==> src/rtl/lcd_pkg.sv <==
`default_nettype none
// +-----------------------------------------------------------------------------
// | lcd_pkg
// | Shared types, constants and frame word-map helpers for the LCD frame feeder.
// | Revision: 1.0
// +-----------------------------------------------------------------------------
package lcd_pkg;

  typedef enum logic [1:0] {
    INIT_WAIT = 2'd0,
    INIT_RUN  = 2'd1,
    IDLE      = 2'd2,
    STREAM    = 2'd3
  } state_t;

  localparam logic [7:0] LCD_CMD_LINE1 = 8'h80;
  localparam logic [7:0] LCD_CMD_LINE2 = 8'hC0;
  localparam int LCD_COLS    = 16;
  localparam int LCD_ROWS    = 2;
  localparam int LCD_CELLS   = LCD_COLS * LCD_ROWS;
  localparam int FRAME_WORDS = LCD_CELLS + LCD_ROWS;

  localparam logic [5:0] LAST_IDX  = 6'(FRAME_WORDS - 1);
  localparam logic [5:0] LINE2_IDX = 6'(LCD_COLS + 1);

  // Buffer cell shown by frame word idx (result unused for the two command slots).
  function automatic logic [4:0] cell_of(input logic [5:0] idx);
    logic [5:0] c;
    c = (idx <= 6'(LCD_COLS)) ? idx - 6'd1 : idx - 6'd2;
    return c[4:0];
  endfunction

  function automatic logic [8:0] word_of(input logic [5:0] idx, input logic [7:0] ch);
    if (idx == 6'd0) begin
      return {1'b0, LCD_CMD_LINE1};
    end else if (idx == LINE2_IDX) begin
      return {1'b0, LCD_CMD_LINE2};
    end else begin
      return {1'b1, ch};
    end
  endfunction

endpackage : lcd_pkg
`default_nettype wire

==> src/rtl/lcd_frame_buffer.sv <==
`default_nettype none
// +-----------------------------------------------------------------------------
// | lcd_frame_buffer
// | 2x16 character register file: one write port, one combinational read port.
// | Revision: 1.0
// +-----------------------------------------------------------------------------
module lcd_frame_buffer
  import lcd_pkg::*;
#(
  parameter logic [7:0] BLANK_CHAR = 8'h20
) (
  input  logic       clock_i,
  input  logic       rst_ni,
  input  logic       wr_en_i,
  input  logic [4:0] wr_addr_i,
  input  logic [7:0] wr_char_i,
  input  logic [4:0] rd_addr_i,
  output logic [7:0] rd_char_o
);

  logic [7:0] cells_q [LCD_CELLS];

  always_ff @(posedge clock_i or negedge rst_ni) begin
    if (!rst_ni) begin
      for (int i = 0; i < LCD_CELLS; i++) begin
        cells_q[i] <= BLANK_CHAR;
      end
    end else if (wr_en_i) begin
      cells_q[wr_addr_i] <= wr_char_i;
    end
  end

  assign rd_char_o = cells_q[rd_addr_i];

endmodule : lcd_frame_buffer
`default_nettype wire

==> src/rtl/lcd_frame_feeder.sv <==
`default_nettype none
// +-----------------------------------------------------------------------------
// | lcd_frame_feeder
// | Streams cursor commands plus a 2x16 frame buffer into the 9-bit LCD write
// | engine, one word per busy_flag rising edge. Optional macro AUTO_REFRESH_EN
// | makes every buffer write also request a refresh.
// | Revision: 1.0
// +-----------------------------------------------------------------------------
module lcd_frame_feeder
  import lcd_pkg::*;
#(
  parameter int         CLK_FREQ    = 50_000_000,
  parameter int         ACK_TIMEOUT = 200_000,
  parameter logic [8:0] IDLE_WORD   = 9'h000,
  parameter logic [7:0] BLANK_CHAR  = 8'h20
) (
  input  logic       clock,
  input  logic       internal_reset_n,
  input  logic       wr_en,
  input  logic [4:0] wr_addr,
  input  logic [7:0] wr_char,
  input  logic       refresh_req,
  input  logic       busy_flag,
  output logic [8:0] lcd_d_in,
  output logic       data_ready,
  output logic       frame_busy,
  output logic       frame_done,
  output logic       err_timeout
);

  localparam int TMO_W = $clog2(ACK_TIMEOUT + 1);
  localparam logic [TMO_W-1:0] TMO_LAST = TMO_W'(ACK_TIMEOUT - 1);

  if (ACK_TIMEOUT < 1 || CLK_FREQ < 1) begin : g_bad_params
    $error("lcd_frame_feeder: ACK_TIMEOUT and CLK_FREQ must be positive");
  end

  state_t           state_q, state_d;
  logic [5:0]       idx_q, idx_d;
  logic             pending_q, pending_d;
  logic             busy_q;
  logic [TMO_W-1:0] tmo_q, tmo_d;
  logic [8:0]       lcd_q, lcd_d;
  logic             data_ready_q, data_ready_d;
  logic             frame_busy_q, frame_busy_d;
  logic             frame_done_q, frame_done_d;
  logic             err_q, err_d;

  logic       w_rise, w_fall, w_start, w_auto_req;
  logic [5:0] w_next_idx;
  logic [4:0] w_rd_addr;
  logic [7:0] w_rd_char;
  logic [8:0] w_next_word;

`ifdef AUTO_REFRESH_EN
  assign w_auto_req = wr_en;
`else
  assign w_auto_req = 1'b0;
`endif

  assign w_rise = busy_flag & ~busy_q;
  assign w_fall = ~busy_flag & busy_q;

  // The read port always looks one word ahead so the next load is ready on consumption.
  assign w_next_idx  = (state_q == STREAM) ? idx_q + 6'd1 : 6'd0;
  assign w_rd_addr   = cell_of(w_next_idx);
  assign w_next_word = word_of(w_next_idx, w_rd_char);

  lcd_frame_buffer #(
    .BLANK_CHAR (BLANK_CHAR)
  ) u_buffer (
    .clock_i   (clock),
    .rst_ni    (internal_reset_n),
    .wr_en_i   (wr_en),
    .wr_addr_i (wr_addr),
    .wr_char_i (wr_char),
    .rd_addr_i (w_rd_addr),
    .rd_char_o (w_rd_char)
  );

  always_comb begin
    state_d      = state_q;
    idx_d        = idx_q;
    tmo_d        = tmo_q;
    lcd_d        = lcd_q;
    data_ready_d = 1'b0;
    frame_done_d = 1'b0;
    frame_busy_d = frame_busy_q;
    err_d        = err_q;
    w_start      = 1'b0;

    case (state_q)
      INIT_WAIT: begin
        if (w_rise) state_d = INIT_RUN;
      end
      INIT_RUN: begin
        if (w_fall) state_d = IDLE;
      end
      IDLE: begin
        lcd_d = IDLE_WORD;
        // Start only while busy is high so the engine latches word 0 on its next fall.
        if (pending_q && busy_flag) begin
          w_start      = 1'b1;
          lcd_d        = w_next_word;
          data_ready_d = 1'b1;
          idx_d        = 6'd0;
          tmo_d        = '0;
          frame_busy_d = 1'b1;
          state_d      = STREAM;
        end
      end
      STREAM: begin
        if (w_rise) begin
          tmo_d = '0;
          if (idx_q < LAST_IDX) begin
            idx_d        = w_next_idx;
            lcd_d        = w_next_word;
            data_ready_d = 1'b1;
          end else begin
            lcd_d        = IDLE_WORD;
            frame_busy_d = 1'b0;
            frame_done_d = 1'b1;
            state_d      = IDLE;
          end
        end else if (tmo_q == TMO_LAST) begin
          tmo_d        = '0;
          err_d        = 1'b1;
          lcd_d        = IDLE_WORD;
          frame_busy_d = 1'b0;
          state_d      = IDLE;
        end else begin
          tmo_d = tmo_q + TMO_W'(1);
        end
      end
      default: state_d = INIT_WAIT;
    endcase
  end

  // A request arriving on the start cycle is kept: it belongs to the next frame.
  assign pending_d = (pending_q & ~w_start) | refresh_req | w_auto_req;

  always_ff @(posedge clock or negedge internal_reset_n) begin
    if (!internal_reset_n) begin
      state_q      <= INIT_WAIT;
      idx_q        <= '0;
      pending_q    <= 1'b0;
      busy_q       <= 1'b0;
      tmo_q        <= '0;
      lcd_q        <= IDLE_WORD;
      data_ready_q <= 1'b0;
      frame_busy_q <= 1'b0;
      frame_done_q <= 1'b0;
      err_q        <= 1'b0;
    end else begin
      state_q      <= state_d;
      idx_q        <= idx_d;
      pending_q    <= pending_d;
      busy_q       <= busy_flag;
      tmo_q        <= tmo_d;
      lcd_q        <= lcd_d;
      data_ready_q <= data_ready_d;
      frame_busy_q <= frame_busy_d;
      frame_done_q <= frame_done_d;
      err_q        <= err_d;
    end
  end

  assign lcd_d_in    = lcd_q;
  assign data_ready  = data_ready_q;
  assign frame_busy  = frame_busy_q;
  assign frame_done  = frame_done_q;
  assign err_timeout = err_q;

endmodule : lcd_frame_feeder
`default_nettype wire

==> config.mk <==
export PLATFORM = sky130hd
export DESIGN_NAME = lcd_frame_feeder
export DESIGN_NICKNAME = d
export VERILOG_FILES = /design/src/rtl/lcd_pkg.sv /design/src/rtl/lcd_frame_buffer.sv /design/src/rtl/lcd_frame_feeder.sv
export SDC_FILE = /design/constraint.sdc
export NUM_CORES = 1
export LEC_CHECK = 0
export CORE_MARGIN = 5
export CORE_UTILIZATION = 60
export CTS_CLUSTER_DIAMETER = 80
export DETAILED_ROUTE_END_ITERATION = 8
export GPL_TIMING_DRIVEN = 0
export PLACE_DENSITY = 0.73
export SETUP_SLACK_MARGIN = 0.4
export SLEW_MARGIN = 5
export SYNTH_ARGS = -nofsm -noshare
export SYNTH_HDL_FRONTEND = slang
export SYNTH_SLANG_ARGS = --single-unit
==> constraint.sdc <==
create_clock -name clock -period 10.85 [get_ports clock]
set_input_delay 1.085 -clock clock [delete_from_list [all_inputs] [get_ports clock]]
set_output_delay 1.085 -clock clock [all_outputs]
set_load 0.03 [all_outputs]
### Met1 routing, run 1

(1.5 px per µm)
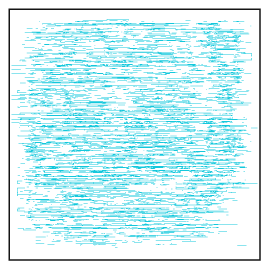
The longest straight run is 46.9 µm. The layer carries 16000 µm of wire. The layer holds 43% of the routed length. The wires run mostly horizontal. 1168 nets have wire on it.
via count: 9974
Routed Wire Length: 36.7 mm
met1 track utilization from global routing: 36.7%

### Congestion heat map, run 1

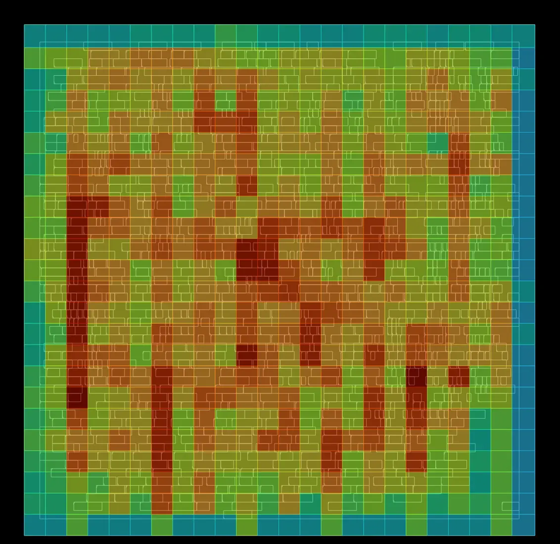
met2 track utilization from global routing: 44.2%
met3 track demand over resource in global routing: 3.62%
peak-usage layer in the global routing report: met2
GRT Util Overall: 26.6%
Routed WL per cell: 23.4 µm

### Register map, names as in the netlist, run 1

(3 px per µm) Other sequential cells in the stronger grey, the rest of the logic in the fainter grey.
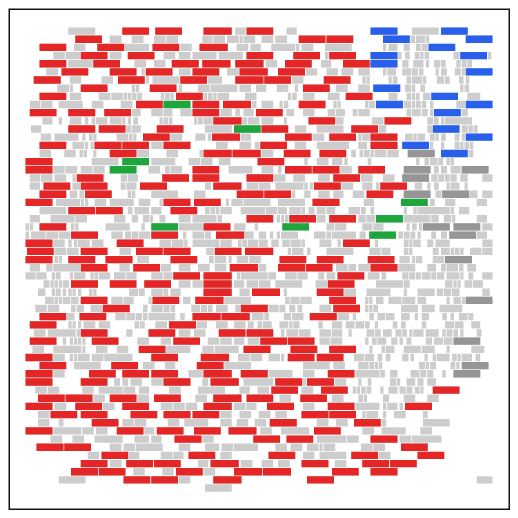
tmo_q: shown in blue, sequential cells 18, where top right. u_buffer.cells_q: shown in red, sequential cells 256. lcd_d_in: shown in green, sequential cells 9.
register fraction of the total cell area: 45.6%
power of the sequential group: 0.00146 W

### Layout detail, run 1

Window x 112 to 137, y 112 to 137 µm. Cells in grey, sequential cells in the stronger grey; small squares are vias.
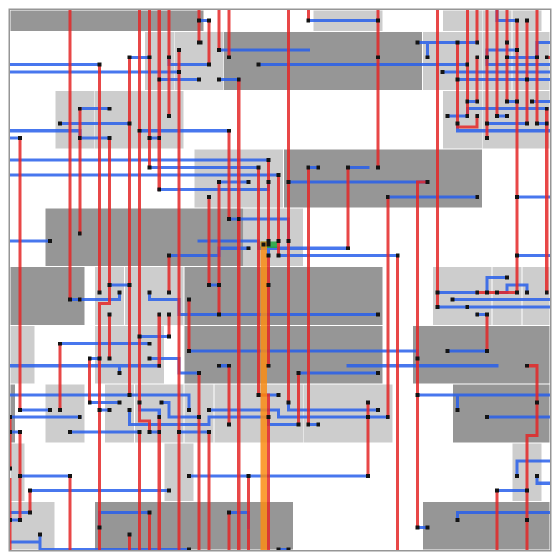
M4: shown in orange. M2: shown in red. M1: shown in blue. M3: shown in green.
Sequential cells in the window: 8. 34 logic cells have their middle in the window. Netlist names of flops here include u_buffer.cells_q (5), tmo_q (2). Most frequent: dfrtp_1 (8), nand2_1 (7), mux2_2 (5).

==> flow_summary.ini, run 1 <==
; implementation run metrics
[route]
drt_drc_violations_left = 0
vias_per_cell = 6.36
met3RoutedLength_mm = 1.79
route.layer.met1.wl_mm = 16.0
route.antenna.remaining_nets = 0

[synthesis]
synth-edff-count = 0
synth-main-ff-cell = sky130_fd_sc_hd__dfrtp_1
synth-warning-count = 0
synth_flop_count = 297
synthMuxAreaShare_pct = 28.1
top_cell_area_share_pct = 45.3
syn_avg_cell_area_um2 = 12.6
synth_cells = 1158
synth.yosys.seq_area_share_pct = 51.1
synth.top_cells.by_area = sky130_fd_sc_hd__dfrtp_1, sky130_fd_sc_hd__mux2_2, sky130_fd_sc_hd__dfstp_2, sky130_fd_sc_hd__mux4_2, sky130_fd_sc_hd__nand2_1
post_synthesis_chip_area_from_yosys_um2 = 14600
synth.largest_area_cell = sky130_fd_sc_hd__dfrtp_1
synth_cell_types = 80
post_synth_xor_area_fraction_pct = 0.479
synth_async_sr_flop_share_pct = 100
mappedNetlistArea_um2 = 14600

[sta]
rsz0062_at_grt = no
worst_slew_margin_rel_pct = 27.5
final_hold_violating_endpoints = 0
min_period_over_period_pct = 47.7
timing.fmax_ghz = 0.193
report.final.setup_viol = 0
worst-slew-pin-transition_ns = 1.08
report.final.slew_viol_count = 0

[layout]
clock_network_area_share_pct = 6.13
buffers_excl_clock = 104
antenna_cells_inserted = 0
comb_area_share_pct = 41.3
finish.cell_count_without_fillers = 1568
area_dominant_class = registers
regArea_um2 = 7470
logic_gates = 777
final_layout_size_suffix_gt1_share_pct = 33.6
logic_area_um2 = 6770
signal_buffer_area_fraction_pct = 4.31
total_nets_final = 1246

[job]
max-cap-violations = 0

[place]
dp_hpwl_mm = 25.5
place.gp.congestion = 0.861
port_buffers = 27

[worst_hold_path]
hold_path_class = input port to async pin

[floorplanning]
placeableCoreArea_um2 = 24200
num_rows = 57
die_footprint_um2 = 27600
die_x_um = 166
nWellTaps = 324
die.size.y_um = 166
num_io_pins = 31

[power_and_ir_drop]
power_density_nw_per_um2 = 264
intPower_w = 0.00270
vdd.ir_drop.worst_mv = 0.196
powerClk_w = 0.00105
p_seq_share_pct = 33.6
p_sw_share_pct = 37.6
pwr-share-comb_pct = 42.1

[critical_path]
critPathMaxFanout = 14
critPathCaptureType = flip-flop
reg2reg_from = idx_q[0]
path_buffers = 6
critical_path.reg2reg.endpoint = lcd_d_in[1]
worst-r2r-cell-count = 17
crit_path_frequent_cell = sky130_fd_sc_hd__buf_2
type_of_element_launching_the_critical_path = flip-flop

[cts]
numClockSinks = 297
cts_tree = built
clockRootBuffer = sky130_fd_sc_hd__clkbuf_16
number_of_hold_buffers_added_after_cts = 0
postCtsSetupRepairBufs = 0
clk-insertion-delay-late_ns = 0.55
clock_tree.buffer_depth = 3
clock_pin_slew_reported_for_the_worst_setup_and_hold_paths_after_clock_tree_synthesis_ns = 0.06

[global_route]
grt_first_pass_wirelength_mm = 58.5
grt_pass1_vias = 10400

[status]
outcome = finished, final reports clean
-- run 1: sequential cells by signal, indices dropped and copies added (netlist names) --
name and flops:
frame_busy 1, pending_q 1, state_q 2, u_buffer.cells_q 256, tmo_q 18, data_ready 1, err_timeout 1, busy_q 1
frame_done 1, idx_q 6, lcd_d_in 9
-- run 1: metrics by stage --
stage | worst slack [ns] | hold slack (ns) | area, µm² | TNS (ns) | utilization [%]
finish | 5.68 | 0.423 | 16400 | 0 | 67.8
global route | 5.34 | 0.445 | 16400 | 0 | 67.8
detailed placement | 5.76 | 0.455 | 15400 | 0 | 63.7
CTS | 5.73 | 0.420 | 16400 | 0 | 67.8
floorplan | 7.02 | 0.459 | 14600 | 0 | -
global placement | -4.07 | 0.452 | 15300 | -1075.20 | 63.3
-- run 1: worst max path at each step --
stage | startpoint | endpoint | slack, ns | cells past startpoint
CTS | idx_q[0] | lcd_d_in[1] | 5.73 | 17
detailed placement | idx_q[0] | lcd_d_in[1] | 5.76 | 17
finish | idx_q[0] | lcd_d_in[1] | 5.68 | 17
global placement | internal_reset_n | u_buffer.cells_q[33] | -4.07 | 1
floorplan | idx_q[0] | lcd_d_in[6] | 7.02 | 18
global route | idx_q[0] | lcd_d_in[1] | 5.34 | 17
-- run 1: cell usage in the layout (no fill, tap or decap), drive strengths merged, types with 26 or more instances in the layout --
cell,count
buf,31
clkbuf,93
clkdlybuf4s50,26
dfrtp,265
dfstp,32
mux2,262
mux2i,37
mux4,34
nand2,113
nand3,37
nor2,38
o21ai,37
--- run 2 (diff from run 1) ---
- clock period: 10.85 -> 5.09 ns (I/O delays scaled with it)
==> flow_summary.ini, run 2 <==
; implementation run metrics
[cts]
clk-insertion-delay-late_ns = 0.55
clock_pin_slew_reported_for_the_worst_setup_and_hold_paths_after_clock_tree_synthesis_ns = 0.06
cts_tree = built
numClockSinks = 297
clockRootBuffer = sky130_fd_sc_hd__clkbuf_16

[floorplanning]
die_x_um = 166
num_rows = 57
placeableCoreArea_um2 = 24200
nWellTaps = 324
num_io_pins = 31
die.size.y_um = 166

[synthesis]
post_synthesis_chip_area_from_yosys_um2 = 14600
synth_cells = 1158
synth.top_cells.by_area = sky130_fd_sc_hd__dfrtp_1, sky130_fd_sc_hd__mux2_2, sky130_fd_sc_hd__dfstp_2, sky130_fd_sc_hd__mux4_2, sky130_fd_sc_hd__nand2_1
synth.largest_area_cell = sky130_fd_sc_hd__dfrtp_1
synth-edff-count = 0
top_cell_area_share_pct = 45.3
syn_avg_cell_area_um2 = 12.6
synth_flop_count = 297
ys_cells = 1158
synth.yosys.seq_area_share_pct = 51.1
synth-warning-count = 0
synth_async_sr_flop_share_pct = 100
synth_cell_types = 80

[layout]
finalInstanceArea_um2 = 16500
finish.cell_count_without_fillers = 1575
total_nets_final = 1253
final_layout_size_suffix_gt1_share_pct = 34.5
clock_network_area_share_pct = 6.09
max_flop_register = u_buffer.cells_q
register_fraction_of_the_total_cell_area_pct = 45.3
area_dominant_class = registers
signal_buffer_area_fraction_pct = 4.74
regArea_um2 = 7470
fillerInstances = 1752
antenna_cells_inserted = 0
logic_gates = 777
logic_area_um2 = 6800
buffers_excl_clock = 111
comb_area_share_pct = 41.2
final_layout_top_logic_cell = sky130_fd_sc_hd__dfrtp_1

[sta]
totalNegativeSetupSlack_ns = 0
report.final.slew_viol_count = 0
final_hold_violating_endpoints = 0
postLayoutSetupSlackWorst_ns = 0.569
timing.fmax_ghz = 0.221
min_period_over_period_pct = 88.8
rsz0062_at_grt = no
worst-slew-pin-transition_ns = 1.05
report.final.setup_viol = 0

[route]
via_count = 10000
drt_drc_violations_left = 0
routed_wl_mm = 36.9
vias_per_cell = 6.37
route.antenna.remaining_nets = 0

[job]
max-cap-violations = 0

[critical_path]
ff2ff_setup_slack_ns = 0.57
critPathCaptureType = flip-flop
type_of_element_launching_the_critical_path = flip-flop
crit_path_start = idx_q[0]
critPathMaxFanout = 14
worst-r2r-cell-count = 14
timing.critical_path.to = lcd_d_in[1]

[power_and_ir_drop]
power_density_nw_per_um2 = 565
vdd.ir_drop.worst_mv = 0.416

[worst_hold_path]
hold_path_class = input port to async pin

[global_route]
largest_net_degree_at_the_start_of_global_routing = 93
grt_pass1_vias = 10400

[place]
port_buffers = 27
place_ws_ns = -0.000590
dp_hpwl_mm = 25.5
placed_area_um2 = 15400
place.gp.congestion = 0.861

[status]
outcome = finished, final reports clean
[run 2: kinds of logic (layout without fill, tap and decap cells)]
kind of cell               count (synthesis)  count (layout)  share of synthesized area [%]
adders and majority gates                  8               8                          0.684
xor gates and xnor gates                   8               8                          0.479
AOI/OAI and AO/OA                        154             154                           7.84
buffers and inverters                     84             177                           2.64
DFF                                      297             297                           51.1
and+or+nand+nor                          274             274                           9.13
muxes                                    333             333                           28.1
[run 2: power breakdown]
part / internal, W / total [W] / leakage (nW) / switching, W
Clock: 0.00132 / 0.00225 / 0.498 / 0.000930
Sequential: 0.00285 / 0.00311 / 3.74 / 0.000258
Combinational: 0.00167 / 0.00398 / 2.95 / 0.00231
Total: 0.00583 / 0.00933 / 7.19 / 0.00350
[run 2: critical path: stages, from the launching register on]
cell,delay [ns]
sky130_fd_sc_hd__dfrtp_1,0.34
sky130_fd_sc_hd__buf_2,0.22
sky130_fd_sc_hd__inv_1,0.12
sky130_fd_sc_hd__ha_1,0.34
sky130_fd_sc_hd__and3_1,0.21
sky130_fd_sc_hd__inv_1,0.14
sky130_fd_sc_hd__clkbuf_2,0.31
sky130_fd_sc_hd__ha_2,0.33
sky130_fd_sc_hd__a31oi_4,0.21
sky130_fd_sc_hd__o211ai_2,0.56
sky130_fd_sc_hd__buf_4,0.35
sky130_fd_sc_hd__buf_1,0.52
sky130_fd_sc_hd__nand3_1,0.17
sky130_fd_sc_hd__a211o_1,0.31
sky130_fd_sc_hd__a32o_1,0.25
[run 2: timing repair]
action	CTS	global route
hold endpoints to repair	44	0
endpoints found under the setup margin	8	8
hold buffers	1	0
resized	6	8
pin swaps	0	2
setup buffers	3	3
[run 2: per-layer routing]
layer	track usage (%)	part of all wire (%)
met5	0	0
met4	8.46	3.1
met3	3.67	5.0
met2	44.2	48
met1	36.7	44
### Layout detail, run 2

Window x 112 to 137, y 112 to 137 µm. Cells in grey, sequential cells in the stronger grey; small squares are vias.
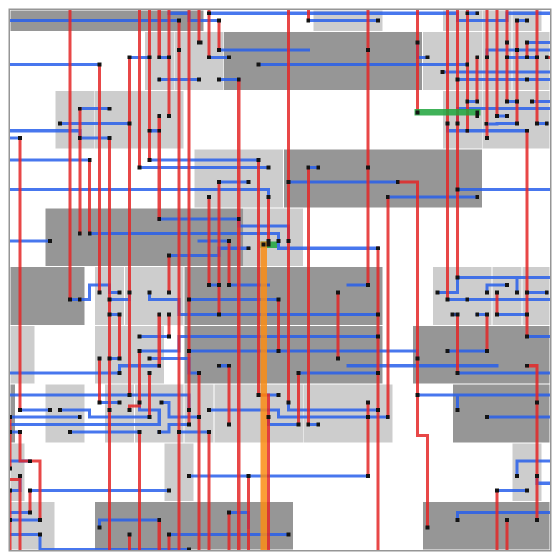
M1: shown in blue. M4: shown in orange. M2: shown in red. M3: shown in green.
Netlist names of flops here include u_buffer.cells_q (5), tmo_q (2). Sequential cells in the window: 8. 34 logic cells have their middle in the window. Most frequent: dfrtp_1 (8), nand2_1 (7), mux2_2 (5).

### Congestion heat map, run 2

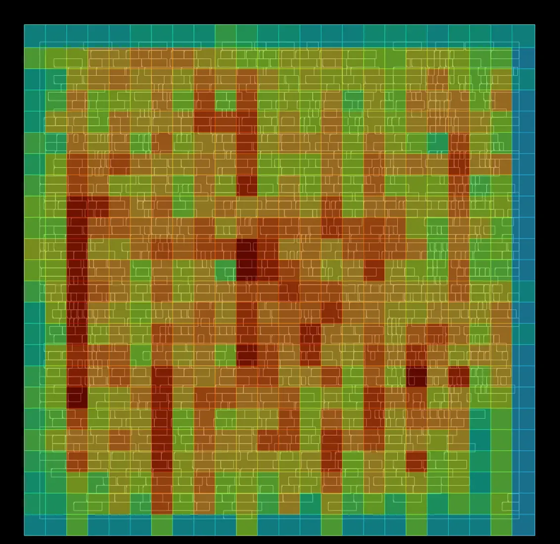
GRT Util Overall: 26.6%
met1 track utilization from global routing: 36.7%
Routed WL per cell: 23.4 µm
Finished Core Util: 68.3%
met3 track demand over resource in global routing: 3.67%

--- run 3 (diff from run 2) ---
- CORE_MARGIN: 5 -> unset
- CORE_UTILIZATION: 60 -> 55
- PLACE_DENSITY: 0.73 -> 0.68
- clock period: 5.09 -> 4.68 ns (I/O delays scaled with it)
==> flow_summary.ini, run 3 <==
; implementation run metrics
[critical_path]
ff2ff_setup_slack_ns = 0.57
worst-r2r-cell-count = 15
crit_path_start = idx_q[0]
critPathCaptureType = flip-flop

[cts]
numClockSinks = 297
clk-insertion-delay-late_ns = 0.52
clockRootBuffer = sky130_fd_sc_hd__clkbuf_16
clock_pin_slew_reported_for_the_worst_setup_and_hold_paths_after_clock_tree_synthesis_ns = 0.06
number_of_hold_buffers_added_after_cts = 0
cts_tree = built

[synthesis]
syn_avg_cell_area_um2 = 12.6
synth-edff-count = 0
top_cell_area_share_pct = 45.3
post_synthesis_chip_area_from_yosys_um2 = 14600
synth_flop_count = 297
synth_async_sr_flop_share_pct = 100
synth-warning-count = 0
synth.cellmix.compoundShare_pct = 7.84
post_synth_xor_area_fraction_pct = 0.479
synth.largest_area_cell = sky130_fd_sc_hd__dfrtp_1
synth_simple_gate_area_share_pct = 9.13
synthMuxAreaShare_pct = 28.1
post_synth_fa_ha_maj_area_fraction_pct = 0.684
synth.top_cells.by_area = sky130_fd_sc_hd__dfrtp_1, sky130_fd_sc_hd__mux2_2, sky130_fd_sc_hd__dfstp_2, sky130_fd_sc_hd__mux4_2, sky130_fd_sc_hd__nand2_1

[status]
outcome = finished, final reports clean

[route]
via_count = 10100
routed_wl_mm = 37.4
met3RoutedLength_mm = 1.76
detailed_routed_wire_length_on_met2_mm = 18.0
drt_drc_violations_left = 0
route.antenna.remaining_nets = 0

[power_and_ir_drop]
p_sw_share_pct = 37.0
pwr-share-comb_pct = 42.4
vdd.ir_drop.worst_mv = 0.404
intPower_w = 0.00660
p_seq_share_pct = 32.2
powerSeq_w = 0.00338

[layout]
max_flop_register = u_buffer.cells_q
comb_area_share_pct = 40.9
total_nets_final = 1257
logic_area_um2 = 6830
buffers_excl_clock = 111
finalInstanceArea_um2 = 16700
antenna_cells_inserted = 1
final_layout_size_suffix_gt1_share_pct = 35.7
signal_buffer_area_fraction_pct = 4.88
fillerInstances = 2049
regArea_um2 = 7470
finish.cell_count_without_fillers = 1592

[place]
dp_hpwl_mm = 25.8
placed_area_um2 = 15400
port_buffers = 27

[sta]
rsz0062_at_grt = no
timing.fmax_ghz = 0.243
final_hold_violating_endpoints = 0

[floorplanning]
num_io_pins = 31
num_rows = 59
die.size.y_um = 165
die_x_um = 165

[global_route]
grt-busiest-layer = met2

[job]
max-cap-violations = 0
==> run 3: metrics by stage <==
stage | TNS, ns | setup WS, ns | util, %
floorplan | 0 | 0.854 | -
global placement | -2760.26 | -9.73 | 58.8
detailed placement | -2.97 | -0.441 | 59.0
CTS | 0 | 0.439 | 63.8
global route | 0 | 0.413 | 64.1
finish | 0 | 0.566 | 64.1
==> run 3: worst max path at each step <==
stage               slack (ns)                   end  cells past startpoint
floorplan                 0.85           lcd_d_in[6]                     18
global placement         -9.73  u_buffer.cells_q[33]                      1
detailed placement       -0.44           lcd_d_in[2]                     17
CTS                       0.44           lcd_d_in[5]                     17
global route              0.41           lcd_d_in[1]                     15
finish                    0.57           lcd_d_in[0]                     15
==> run 3: worst max-delay path, stage by stage, from the launching register on <==
cell,delay [ns]
sky130_fd_sc_hd__dfrtp_1,0.35
sky130_fd_sc_hd__clkbuf_4,0.21
sky130_fd_sc_hd__inv_1,0.11
sky130_fd_sc_hd__ha_1,0.33
sky130_fd_sc_hd__and3_1,0.22
sky130_fd_sc_hd__inv_1,0.16
sky130_fd_sc_hd__buf_6,0.19
sky130_fd_sc_hd__ha_2,0.27
sky130_fd_sc_hd__or3b_2,0.45
sky130_fd_sc_hd__a21oi_1,0.25
sky130_fd_sc_hd__a32oi_2,0.22
sky130_fd_sc_hd__or3_1,0.41
sky130_fd_sc_hd__clkbuf_2,0.21
sky130_fd_sc_hd__o22ai_1,0.27
sky130_fd_sc_hd__nor4_1,0.11
sky130_fd_sc_hd__a32o_1,0.24
==> run 3: repair_timing <==
item / CTS / global route
resized: 15 / 33
pin swaps: 3 / 1
setup endpoints to repair: 8 / 8
cloned: 0 / 0
setup buffers: 8 / 0
### Gate families picked out, run 3

(1.5 px per µm)
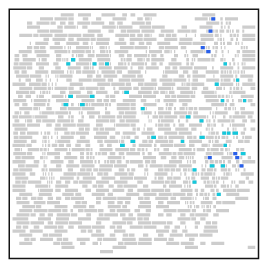
non-inverting ao/oa cells: shown in cyan, cells 32, most used a21o_1. xor and xnor cells: shown in blue, cells 8.

### Congestion heat map, run 3

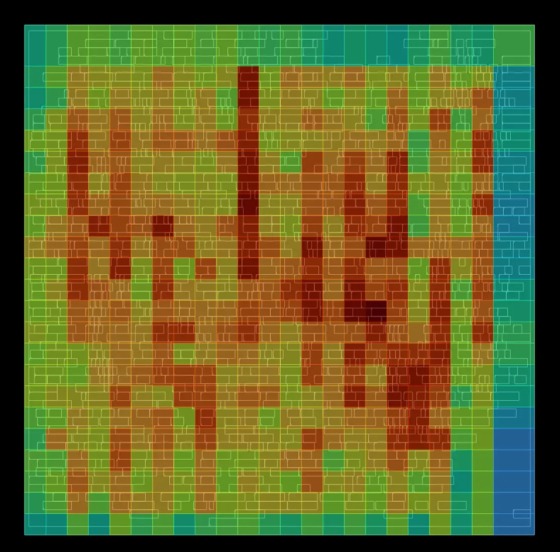
met1 track utilization from global routing: 39.4%
Routed WL per cell: 23.5 µm
GRT Util Overall: 28.9%
met2 track utilization from global routing: 47.2%
Finished Core Util: 64.1%

Power and IR drop assume default switching activity.
